run_1/class_map.png
The bar under the picture is 20 um long. Fill, decap, tap and diode cells in gray.
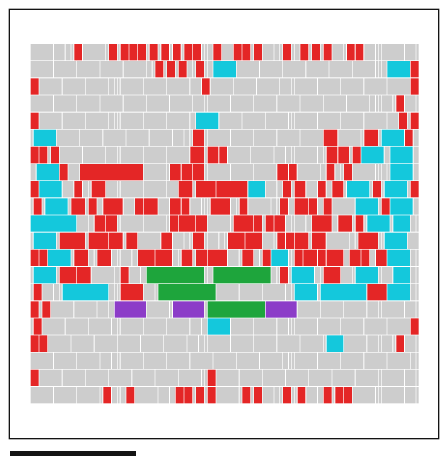
run_1/placed.png
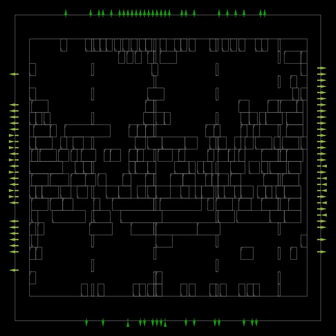
run_1/route_heat.png
The die is cut into 14 by 14 equal tiles; black is low, pale yellow is high, scaled to the fullest tile. Values are wire area over tile area, all layers added.
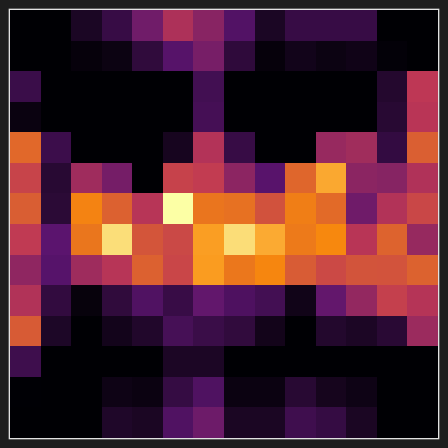
<file path="src/rtl/mc_ctrl_pkg.sv">
// Shared encodings for the multicycle RISC-V control sequencer: state enum,
// datapath mux selects, ALU operations and the opcodes the sequencer decodes.
package mc_ctrl_pkg;

    typedef enum logic [3:0] {
        S_BOOT,
        S_FETCH,
        S_DECODE,
        S_MEMADR,
        S_MEMREAD,
        S_MEMWB,
        S_MEMWRITE,
        S_EXEC_R,
        S_EXEC_I,
        S_ALUWB,
        S_BRANCH,
        S_JAL,
        S_JALR_ADR,
        S_JALR,
        S_TRAP
    } state_t;

    // How the ALU decoder should interpret funct3/funct7_5 in the current state
    typedef enum logic [1:0] {
        AC_ADD,
        AC_SUB,
        AC_R,
        AC_I
    } alu_class_t;

    localparam logic [2:0] ALU_ADD = 3'b000;
    localparam logic [2:0] ALU_SUB = 3'b001;
    localparam logic [2:0] ALU_AND = 3'b010;
    localparam logic [2:0] ALU_OR  = 3'b011;
    localparam logic [2:0] ALU_XOR = 3'b100;
    localparam logic [2:0] ALU_SLT = 3'b101;

    localparam logic [1:0] RES_ALUOUT    = 2'b00;
    localparam logic [1:0] RES_DATA      = 2'b01;
    localparam logic [1:0] RES_ALURESULT = 2'b10;

    localparam logic [1:0] SRCA_PC    = 2'b00;
    localparam logic [1:0] SRCA_OLDPC = 2'b01;
    localparam logic [1:0] SRCA_RS1   = 2'b10;

    localparam logic [1:0] SRCB_RS2  = 2'b00;
    localparam logic [1:0] SRCB_IMM  = 2'b01;
    localparam logic [1:0] SRCB_FOUR = 2'b10;

    localparam logic [1:0] IMM_I = 2'b00;
    localparam logic [1:0] IMM_S = 2'b01;
    localparam logic [1:0] IMM_B = 2'b10;
    localparam logic [1:0] IMM_J = 2'b11;

    localparam logic [6:0] OP_LOAD   = 7'b0000011;
    localparam logic [6:0] OP_STORE  = 7'b0100011;
    localparam logic [6:0] OP_R      = 7'b0110011;
    localparam logic [6:0] OP_I      = 7'b0010011;
    localparam logic [6:0] OP_BRANCH = 7'b1100011;
    localparam logic [6:0] OP_JAL    = 7'b1101111;
    localparam logic [6:0] OP_JALR   = 7'b1100111;

endpackage

</file>
<file path="src/rtl/mc_control_fsm_if.sv">
// Control bundle between the sequencer (master) and the multicycle datapath
// plus unified memory (slave).
interface mc_control_fsm_if #(
    parameter int unsigned CNT_W = 32
);
    logic [6:0]       op;
    logic [2:0]       funct3;
    logic             funct7_5;
    logic             Zero;
    logic             mem_ready;
    logic             mem_req;
    logic             MemWrite;
    logic             AdrSrc;
    logic             IRWrite;
    logic             PCWrite;
    logic             RegWrite;
    logic [1:0]       ResultSrc;
    logic [1:0]       ALUSrcA;
    logic [1:0]       ALUSrcB;
    logic [1:0]       ImmSrc;
    logic [2:0]       ALUControl;
    logic             illegal_insn;
    logic [CNT_W-1:0] cycle_count;
    logic [CNT_W-1:0] instret_count;

    modport master (
        input  op, funct3, funct7_5, Zero, mem_ready,
        output mem_req, MemWrite, AdrSrc, IRWrite, PCWrite, RegWrite,
               ResultSrc, ALUSrcA, ALUSrcB, ImmSrc, ALUControl, illegal_insn,
               cycle_count, instret_count
    );

    modport slave (
        output op, funct3, funct7_5, Zero, mem_ready,
        input  mem_req, MemWrite, AdrSrc, IRWrite, PCWrite, RegWrite,
               ResultSrc, ALUSrcA, ALUSrcB, ImmSrc, ALUControl, illegal_insn,
               cycle_count, instret_count
    );
endinterface

</file>
<file path="src/rtl/mc_alu_decode.sv">
// Combinational ALU operation decode from the sequencer's ALU class and the
// instruction funct fields.
module mc_alu_decode
    import mc_ctrl_pkg::*;
(
    input  alu_class_t alu_class,
    input  logic [2:0] funct3,
    input  logic       funct7_5,
    output logic [2:0] alu_control_c
);

    always_comb begin
        alu_control_c = ALU_ADD;
        case (alu_class)
            AC_SUB: alu_control_c = ALU_SUB;
            AC_R, AC_I: begin
                case (funct3)
                    // funct7_5 selects sub only for register-register ops; in I-type it is imm bit
                    3'b000:  alu_control_c = (alu_class == AC_R && funct7_5) ? ALU_SUB : ALU_ADD;
                    3'b100:  alu_control_c = ALU_XOR;
                    3'b110:  alu_control_c = ALU_OR;
                    3'b111:  alu_control_c = ALU_AND;
                    3'b010:  alu_control_c = ALU_SLT;
                    default: alu_control_c = ALU_ADD;
                endcase
            end
            default: alu_control_c = ALU_ADD;
        endcase
    end

endmodule

</file>
<file path="src/rtl/mc_control_fsm.sv">
// Multicycle RISC-V control sequencer: one state per cycle, outputs decoded from
// state. Optional perf counters enabled by defining MC_PERF_CNT_EN.
module mc_control_fsm
    import mc_ctrl_pkg::*;
#(
    parameter int unsigned CNT_W = 32
) (
    input logic               clk,
    input logic               rst_n,
    mc_control_fsm_if.master  ctrl
);

    state_t     state_q;
    state_t     state_nxt;
    alu_class_t alu_class_c;
    logic [2:0] alu_control_c;

    always_ff @(posedge clk or negedge rst_n) begin
        if (!rst_n) state_q <= S_BOOT;
        else        state_q <= state_nxt;
    end

    // Next state and datapath controls; memory-state strobes wait for mem_ready
    always_comb begin
        state_nxt         = state_q;
        alu_class_c       = AC_ADD;
        ctrl.mem_req      = 1'b0;
        ctrl.MemWrite     = 1'b0;
        ctrl.AdrSrc       = 1'b0;
        ctrl.IRWrite      = 1'b0;
        ctrl.PCWrite      = 1'b0;
        ctrl.RegWrite     = 1'b0;
        ctrl.ResultSrc    = RES_ALUOUT;
        ctrl.ALUSrcA      = SRCA_PC;
        ctrl.ALUSrcB      = SRCB_RS2;
        ctrl.ImmSrc       = IMM_I;
        ctrl.illegal_insn = 1'b0;
        case (state_q)
            S_BOOT: state_nxt = S_FETCH;
            S_FETCH: begin
                ctrl.mem_req   = 1'b1;
                ctrl.ALUSrcB   = SRCB_FOUR;
                ctrl.ResultSrc = RES_ALURESULT;
                if (ctrl.mem_ready) begin
                    ctrl.IRWrite = 1'b1;
                    ctrl.PCWrite = 1'b1;
                    state_nxt    = S_DECODE;
                end
            end
            S_DECODE: begin
                ctrl.ALUSrcA = SRCA_OLDPC;
                ctrl.ALUSrcB = SRCB_IMM;
                if (ctrl.op == OP_BRANCH)   ctrl.ImmSrc = IMM_B;
                else if (ctrl.op == OP_JAL) ctrl.ImmSrc = IMM_J;
                case (ctrl.op)
                    OP_LOAD, OP_STORE: state_nxt = S_MEMADR;
                    OP_R:              state_nxt = S_EXEC_R;
                    OP_I:              state_nxt = S_EXEC_I;
                    OP_BRANCH:         state_nxt = S_BRANCH;
                    OP_JAL:            state_nxt = S_JAL;
                    OP_JALR:           state_nxt = S_JALR_ADR;
                    default:           state_nxt = S_TRAP;
                endcase
            end
            S_MEMADR: begin
                ctrl.ALUSrcA = SRCA_RS1;
                ctrl.ALUSrcB = SRCB_IMM;
                if (ctrl.op == OP_STORE) begin
                    ctrl.ImmSrc = IMM_S;
                    state_nxt   = S_MEMWRITE;
                end else begin
                    state_nxt   = S_MEMREAD;
                end
            end
            S_MEMREAD: begin
                ctrl.mem_req = 1'b1;
                ctrl.AdrSrc  = 1'b1;
                if (ctrl.mem_ready) state_nxt = S_MEMWB;
            end
            S_MEMWB: begin
                ctrl.ResultSrc = RES_DATA;
                ctrl.RegWrite  = 1'b1;
                state_nxt      = S_FETCH;
            end
            S_MEMWRITE: begin
                ctrl.mem_req  = 1'b1;
                ctrl.MemWrite = 1'b1;
                ctrl.AdrSrc   = 1'b1;
                if (ctrl.mem_ready) state_nxt = S_FETCH;
            end
            S_EXEC_R: begin
                ctrl.ALUSrcA = SRCA_RS1;
                alu_class_c  = AC_R;
                state_nxt    = S_ALUWB;
            end
            S_EXEC_I: begin
                ctrl.ALUSrcA = SRCA_RS1;
                ctrl.ALUSrcB = SRCB_IMM;
                alu_class_c  = AC_I;
                state_nxt    = S_ALUWB;
            end
            S_ALUWB: begin
                ctrl.RegWrite = 1'b1;
                state_nxt     = S_FETCH;
            end
            S_BRANCH: begin
                ctrl.ALUSrcA = SRCA_RS1;
                alu_class_c  = AC_SUB;
                ctrl.PCWrite = (ctrl.funct3 == 3'b000 &&  ctrl.Zero) ||
                               (ctrl.funct3 == 3'b001 && !ctrl.Zero);
                state_nxt    = S_FETCH;
            end
            // JALR shares JAL's link-and-jump cycle; ALUOut already holds rs1+imm
            S_JAL, S_JALR: begin
                ctrl.ALUSrcA = SRCA_OLDPC;
                ctrl.ALUSrcB = SRCB_FOUR;
                ctrl.PCWrite = 1'b1;
                state_nxt    = S_ALUWB;
            end
            S_JALR_ADR: begin
                ctrl.ALUSrcA = SRCA_RS1;
                ctrl.ALUSrcB = SRCB_IMM;
                state_nxt    = S_JALR;
            end
            S_TRAP: ctrl.illegal_insn = 1'b1;
            default: state_nxt = S_BOOT;
        endcase
    end

    mc_alu_decode u_alu_decode (
        .alu_class     (alu_class_c),
        .funct3        (ctrl.funct3),
        .funct7_5      (ctrl.funct7_5),
        .alu_control_c (alu_control_c)
    );

    assign ctrl.ALUControl = alu_control_c;

`ifdef MC_PERF_CNT_EN
    logic [CNT_W-1:0] cycle_q;
    logic [CNT_W-1:0] instret_q;

    // Counters freeze in TRAP; FETCH stalls and the BOOT exit do not retire
    always_ff @(posedge clk or negedge rst_n) begin
        if (!rst_n) begin
            cycle_q   <= '0;
            instret_q <= '0;
        end else if (state_q != S_TRAP) begin
            cycle_q <= cycle_q + CNT_W'(1);
            if (state_nxt == S_FETCH && state_q != S_BOOT && state_q != S_FETCH)
                instret_q <= instret_q + CNT_W'(1);
        end
    end

    assign ctrl.cycle_count   = cycle_q;
    assign ctrl.instret_count = instret_q;
`else
    assign ctrl.cycle_count   = CNT_W'(0);
    assign ctrl.instret_count = CNT_W'(0);
`endif

endmodule

</file>
<file path="src/flat_wrapper.sv">
// flat-port wrapper written by rule: the top's interface ports become plain ports
module mc_control_fsm_flat import mc_ctrl_pkg::*;
#(
    parameter int unsigned CNT_W = 32
)
  (clk, rst_n, ctrl_op, ctrl_funct3, ctrl_funct7_5, ctrl_Zero, ctrl_mem_ready, ctrl_mem_req, ctrl_MemWrite, ctrl_AdrSrc, ctrl_IRWrite, ctrl_PCWrite, ctrl_RegWrite, ctrl_ResultSrc, ctrl_ALUSrcA, ctrl_ALUSrcB, ctrl_ImmSrc, ctrl_ALUControl, ctrl_illegal_insn, ctrl_cycle_count, ctrl_instret_count);
  mc_control_fsm_if #(.CNT_W(CNT_W)) ctrl_i ();
  input logic clk;
  input logic rst_n;
  input wire logic [$bits(ctrl_i.op)-1:0] ctrl_op;
  input wire logic [$bits(ctrl_i.funct3)-1:0] ctrl_funct3;
  input wire logic [$bits(ctrl_i.funct7_5)-1:0] ctrl_funct7_5;
  input wire logic [$bits(ctrl_i.Zero)-1:0] ctrl_Zero;
  input wire logic [$bits(ctrl_i.mem_ready)-1:0] ctrl_mem_ready;
  output wire logic [$bits(ctrl_i.mem_req)-1:0] ctrl_mem_req;
  output wire logic [$bits(ctrl_i.MemWrite)-1:0] ctrl_MemWrite;
  output wire logic [$bits(ctrl_i.AdrSrc)-1:0] ctrl_AdrSrc;
  output wire logic [$bits(ctrl_i.IRWrite)-1:0] ctrl_IRWrite;
  output wire logic [$bits(ctrl_i.PCWrite)-1:0] ctrl_PCWrite;
  output wire logic [$bits(ctrl_i.RegWrite)-1:0] ctrl_RegWrite;
  output wire logic [$bits(ctrl_i.ResultSrc)-1:0] ctrl_ResultSrc;
  output wire logic [$bits(ctrl_i.ALUSrcA)-1:0] ctrl_ALUSrcA;
  output wire logic [$bits(ctrl_i.ALUSrcB)-1:0] ctrl_ALUSrcB;
  output wire logic [$bits(ctrl_i.ImmSrc)-1:0] ctrl_ImmSrc;
  output wire logic [$bits(ctrl_i.ALUControl)-1:0] ctrl_ALUControl;
  output wire logic [$bits(ctrl_i.illegal_insn)-1:0] ctrl_illegal_insn;
  output wire logic [$bits(ctrl_i.cycle_count)-1:0] ctrl_cycle_count;
  output wire logic [$bits(ctrl_i.instret_count)-1:0] ctrl_instret_count;
  assign ctrl_i.op = ctrl_op;
  assign ctrl_i.funct3 = ctrl_funct3;
  assign ctrl_i.funct7_5 = ctrl_funct7_5;
  assign ctrl_i.Zero = ctrl_Zero;
  assign ctrl_i.mem_ready = ctrl_mem_ready;
  assign ctrl_mem_req = ctrl_i.mem_req;
  assign ctrl_MemWrite = ctrl_i.MemWrite;
  assign ctrl_AdrSrc = ctrl_i.AdrSrc;
  assign ctrl_IRWrite = ctrl_i.IRWrite;
  assign ctrl_PCWrite = ctrl_i.PCWrite;
  assign ctrl_RegWrite = ctrl_i.RegWrite;
  assign ctrl_ResultSrc = ctrl_i.ResultSrc;
  assign ctrl_ALUSrcA = ctrl_i.ALUSrcA;
  assign ctrl_ALUSrcB = ctrl_i.ALUSrcB;
  assign ctrl_ImmSrc = ctrl_i.ImmSrc;
  assign ctrl_ALUControl = ctrl_i.ALUControl;
  assign ctrl_illegal_insn = ctrl_i.illegal_insn;
  assign ctrl_cycle_count = ctrl_i.cycle_count;
  assign ctrl_instret_count = ctrl_i.instret_count;
  mc_control_fsm #(.CNT_W(CNT_W)) u_core (.clk(clk), .rst_n(rst_n), .ctrl(ctrl_i));
endmodule
</file>
<file path="config.mk">
export PLATFORM = sky130hd
export DESIGN_NAME = mc_control_fsm_flat
export DESIGN_NICKNAME = d
export VERILOG_FILES = /design/src/rtl/mc_ctrl_pkg.sv /design/src/rtl/mc_control_fsm_if.sv /design/src/rtl/mc_alu_decode.sv /design/src/rtl/mc_control_fsm.sv /design/src/flat_wrapper.sv
export SDC_FILE = /design/constraint.sdc
export NUM_CORES = 1
export LEC_CHECK = 0
export CAP_MARGIN = 25
export CORE_MARGIN = 3
export CORE_UTILIZATION = 30
export CTS_CLUSTER_SIZE = 40
export DETAILED_ROUTE_END_ITERATION = 6
export PLACE_DENSITY = 0.82
export SYNTH_ARGS = -nofsm -noshare
export SYNTH_HDL_FRONTEND = slang
export SYNTH_SLANG_ARGS = --single-unit
export TNS_END_PERCENT = 50
</file>
<file path="constraint.sdc">
create_clock -name clk -period 4 [get_ports clk]
set_clock_uncertainty 0.15 [all_clocks]
set_input_delay 1 -clock clk [delete_from_list [all_inputs] [get_ports clk]]
set_output_delay 1 -clock clk [all_outputs]
set_load 0.05 [all_outputs]
</file>
==> flow_summary.toml, run 1 <==
# flow metrics
[logic_synthesis]
syn_area_um2 = 1150
yosysMostFrequentCell = "buf_4"
ys_sh_mux = 0.0185
adder_share = 0
ys_ff = 4
synth.distinct_cells = 38
syn_area_per_cell_um2 = 6.92
yosys-stat-cells = 166
synthTopLogicFamily = "buffers and inverters"
top_area_cell = "buf_4"
yosys.area_share.simple = 0.225
synthArstFlopShare = 1.00
ys.flop_type = "dfrtp_1"
top_cells_by_count = "buf_4 (64), nand2_1 (13), nor2_1 (12)"
topCellsByArea = "buf_4 (42%), dfrtp_1 (8.7%), nand2_1 (4.2%)"
synth_cells = 166
ys_sh_aoi = 0.178

[sta]
max_slew.worst_pin.slew_ns = 0.610
drv_slew = 0
hold_slack_ns = 0.664
hold_viol_final = 0
min_period_ns = 3.75
relSlewSlack = 0.583
rsz0062_at_grt = "false"

[cts]
htreeDepth = 1
cts_hold_buf = 0
postCtsSetupBuffers = 0
cts_repair_resize_count = 0
clockBufferDepth = 2
tritoncts = "done"
worstSkewPairLatency_ns = 0.21

[worst_setup_path]
crit_start = "ctrl_op[3]"
cp_num_cells = 6
crit_slowest_cell = "clkdlybuf4s50_1"
path_cells = "clkdlybuf4s50_1, or2_2, nor4_1, mux2i_1, nor2_1, buf_12"
cp_max_fo = 5
regToRegStartpoint = "u_core.state_q[2]"
worst-path-buf-inv = 2
r2r-end = "u_core.state_q[1]"
ff2ff_path_depth = 4
worst-r2r-setup-slack_ns = 1.98
cp_top_family = "simple AND/OR/NAND/NOR gates"
cp_slowest_stage_delay_ns = 0.43
crit_required_ns = 2.85
end_kind = "output port"
start_kind = "input pin"

[detailed_routing]
route.met2.wl_mm = 1.09
ant_nets = 0
firstDrtPassIters = 4
drcViolationCount = 0

[floorplanning]
chipHeight_um = 67.9
io-pin-count = 97
die_area_um2 = 4610

[final_layout]
comb_share = 0.566
drive_above_1_share = 0.0872
nClkBuffers = 3
diodes = 0
layout.nets = 212
inverters = 5
area_delta_synth_final_pct = 15.5
final_cell_mix = "conb_1 (64), clkdlybuf4s50_1 (26), nand2_1 (13)"
fillCellCount = 394
fin_cells = 241
largest_reg_flops = 4
buf_share = 0.270

[grt]
global_route.peak_usage_layer = "met2"
use_met1 = 0.113
grt_pass1_wl_mm = 3.11
met2_usage = 0.139
grt_max_degree = 18
grt_pass1_vias = 727
grt_overflow_total = 0
grt_antenna_before_repair = 0

[power_and_ir_drop]
p_int_uw = 348
switchingPower_uw = 593
max-vdd-ir-drop_mv = 0.191
p_total_uw = 940
clock_power_uw = 83.0
leakagePower_nw = 0.613
power-top-group = "combinational cells"
seq-power_uw = 116

[min_path]
hold_path_depth = 2
whs_endpoint = "u_core.state_q[0]"
min_path_type = "register to register"
holdCritStartpoint = "u_core.state_q[3]"

[placed_design]
port_buffers = 32
dp_cells = 238
place_area_um2 = 1280

[run]
cap_violations = 0

[run_status]
status = "completed"
-- class_map.png (at the start) --
legend:
  clock-net drivers:
    color: purple
    cells: 3
  sequential cells:
    color: green
    cells: 4
  remaining buffers and delay cells:
    color: cyan
    cells: 34
  remaining logic cells:
    color: red
    cells: 154
num rows: 21
Finished Cell Area: 1330 um2
Util after Layout: 0.377

-- placed.png (at the start) --
core area: 3520 um2
Tap Cells: 46
Seq/total area: 0.0755
flop count: 4

-- route_heat.png (at the start) --
mean over tiles: 0.087
nearly empty tiles: 31%
densest ninth of the die: middle
tiles over half the peak: 21%
Routed WL: 2.39 mm
wire length per cell: 9.90 um
Total GRT Usage: 0.0840
routed via count: 997

run_1/layers.png
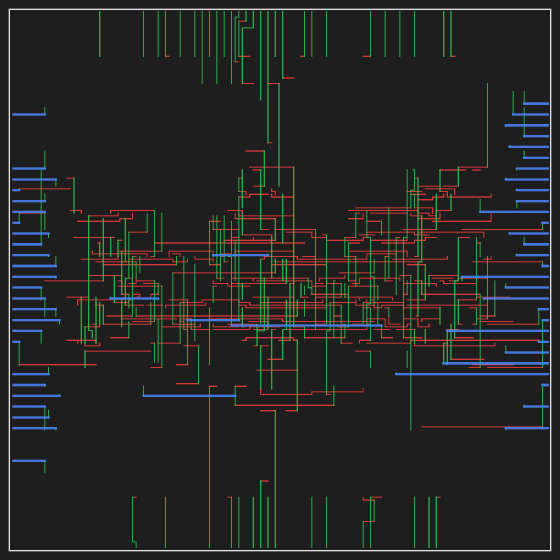

==> run 1 -> run 2 <==
Settings changed: PLACE_DENSITY 0.82 to 0.78, SLEW_MARGIN set to 15.
run_2/layers.png
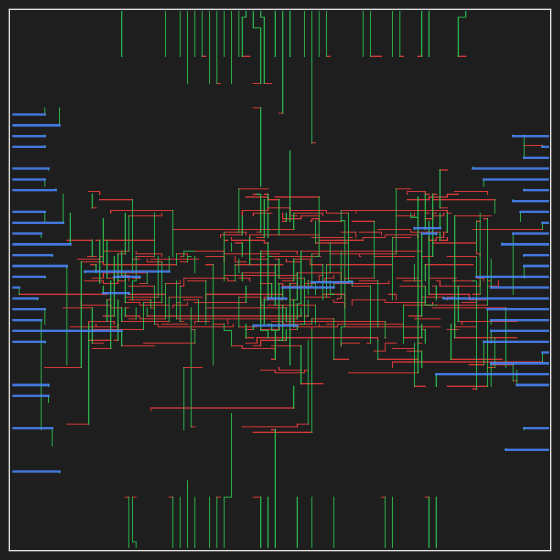
legend:
  M2:
    color: green
    wire_length: 1140 um
  M3:
    color: blue
    wire_length: 303 um
  M1:
    color: red
    wire_length: 983 um
Total GRT Usage: 0.0895
Routed WL: 2.42 mm
routed via count: 1000

run_2/route_heat.png
The die is cut into 14 by 14 equal tiles; black is low, pale yellow is high, scaled to the fullest tile. Values are wire area over tile area, all layers added.
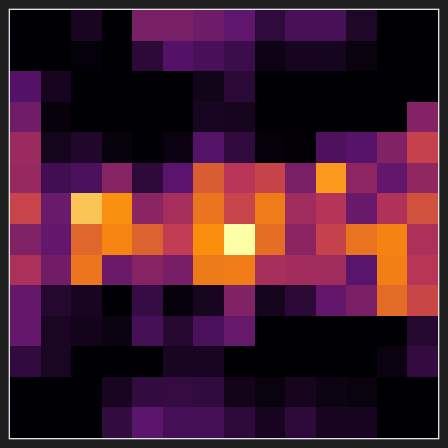
nearly empty tiles: 31%
emptiest ninth of the die: top left
tiles over half the peak: 14%
wire length per cell: 10.0 um

==> flow_summary.toml, run 2 <==
# flow metrics
[run_status]
status = "completed"

[detailed_routing]
firstDrtPassIters = 4
drcViolationCount = 0
route.met2.wl_mm = 1.14
ant_nets = 0

[logic_synthesis]
ys_sh_mux = 0.0185
top_cells_by_count = "buf_4 (64), nand2_1 (13), nor2_1 (12)"
synthTopLogicFamily = "buffers and inverters"
yosys.area_share.simple = 0.225
yosys-stat-cells = 166
ys_ff = 4
ys.flop_type = "dfrtp_1"
topCellsByArea = "buf_4 (42%), dfrtp_1 (8.7%), nand2_1 (4.2%)"
syn_area_um2 = 1150
synth.distinct_cells = 38
top_area_cell = "buf_4"
synthArstFlopShare = 1.00
syn_area_per_cell_um2 = 6.92
synth_cells = 166
yosysMostFrequentCell = "buf_4"
ys_sh_aoi = 0.178
adder_share = 0

[worst_setup_path]
cp_max_fo = 5
regToRegStartpoint = "u_core.state_q[3]"
critical_path_class = "input pin to output port"
ff2ff_path_depth = 4
worst-path-buf-inv = 2
cp_top_family = "simple AND/OR/NAND/NOR gates"
crit_required_ns = 2.85
cp_slowest_stage_delay_ns = 0.43
end_kind = "output port"
start_kind = "input pin"
r2r-end = "u_core.state_q[1]"

[final_layout]
flops = 4
nNonClkBuffers = 34
clk_share = 0.0311
largest_reg_flops = 4
diodes = 0
layout_top_cell = "conb_1"
nClkBuffers = 3
layout.nets = 212
final_cell_mix = "conb_1 (64), clkdlybuf4s50_1 (26), nand2_1 (13)"
drive_above_1_share = 0.0872
stdcell_area_um2 = 1330
inverters = 5
buf_share = 0.270
largest_class = "logic gates"
seq_share = 0.0755
comb_share = 0.566
utilization = 0.377
area_delta_synth_final_pct = 15.5

[sta]
min_period_ns = 3.77
max_slew.worst_pin.slew_ns = 0.611
rsz0062_at_grt = "false"
drv_slew = 0
clock.fmax_mhz = 266
hold_viol_final = 0
relSlewSlack = 0.582

[floorplanning]
die_area_um2 = 4610
die_x_um = 67.9
chipHeight_um = 67.9
tapcell.inserted = 46
rows = 21
io-pin-count = 97

[cts]
htreeDepth = 1
clockBufferDepth = 2
postCtsSetupBuffers = 0
cts_hold_buf = 0
cts_repair_resize_count = 0
worstSkewPairLatency_ns = 0.21

[min_path]
hold_path_depth = 1
min_path_type = "register to register"
whs_endpoint = "u_core.state_q[3]"

[power_and_ir_drop]
switchingPower_uw = 590
p_total_uw = 934
clock_power_uw = 81.0
max-vdd-ir-drop_mv = 0.185
power-top-group = "combinational cells"
seq-power_uw = 123

[grt]
met2_usage = 0.153
grt_max_degree = 20
grt_antenna_before_repair = 0
grt_pass1_wl_mm = 3.24
grt_overflow_total = 0
use_met1 = 0.110

[placed_design]
port_buffers = 32
dp_cells = 238
place_area_um2 = 1280

[run]
cap_violations = 0
run_2/placed.png
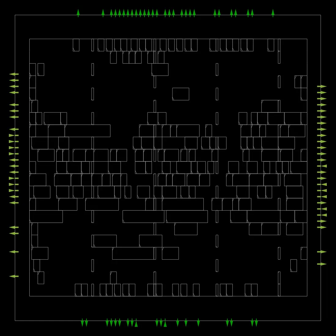
number of fill cells: 393
Finished Layout Cells: 241

No activity file was given, so power comes from the tool's default toggle rates.
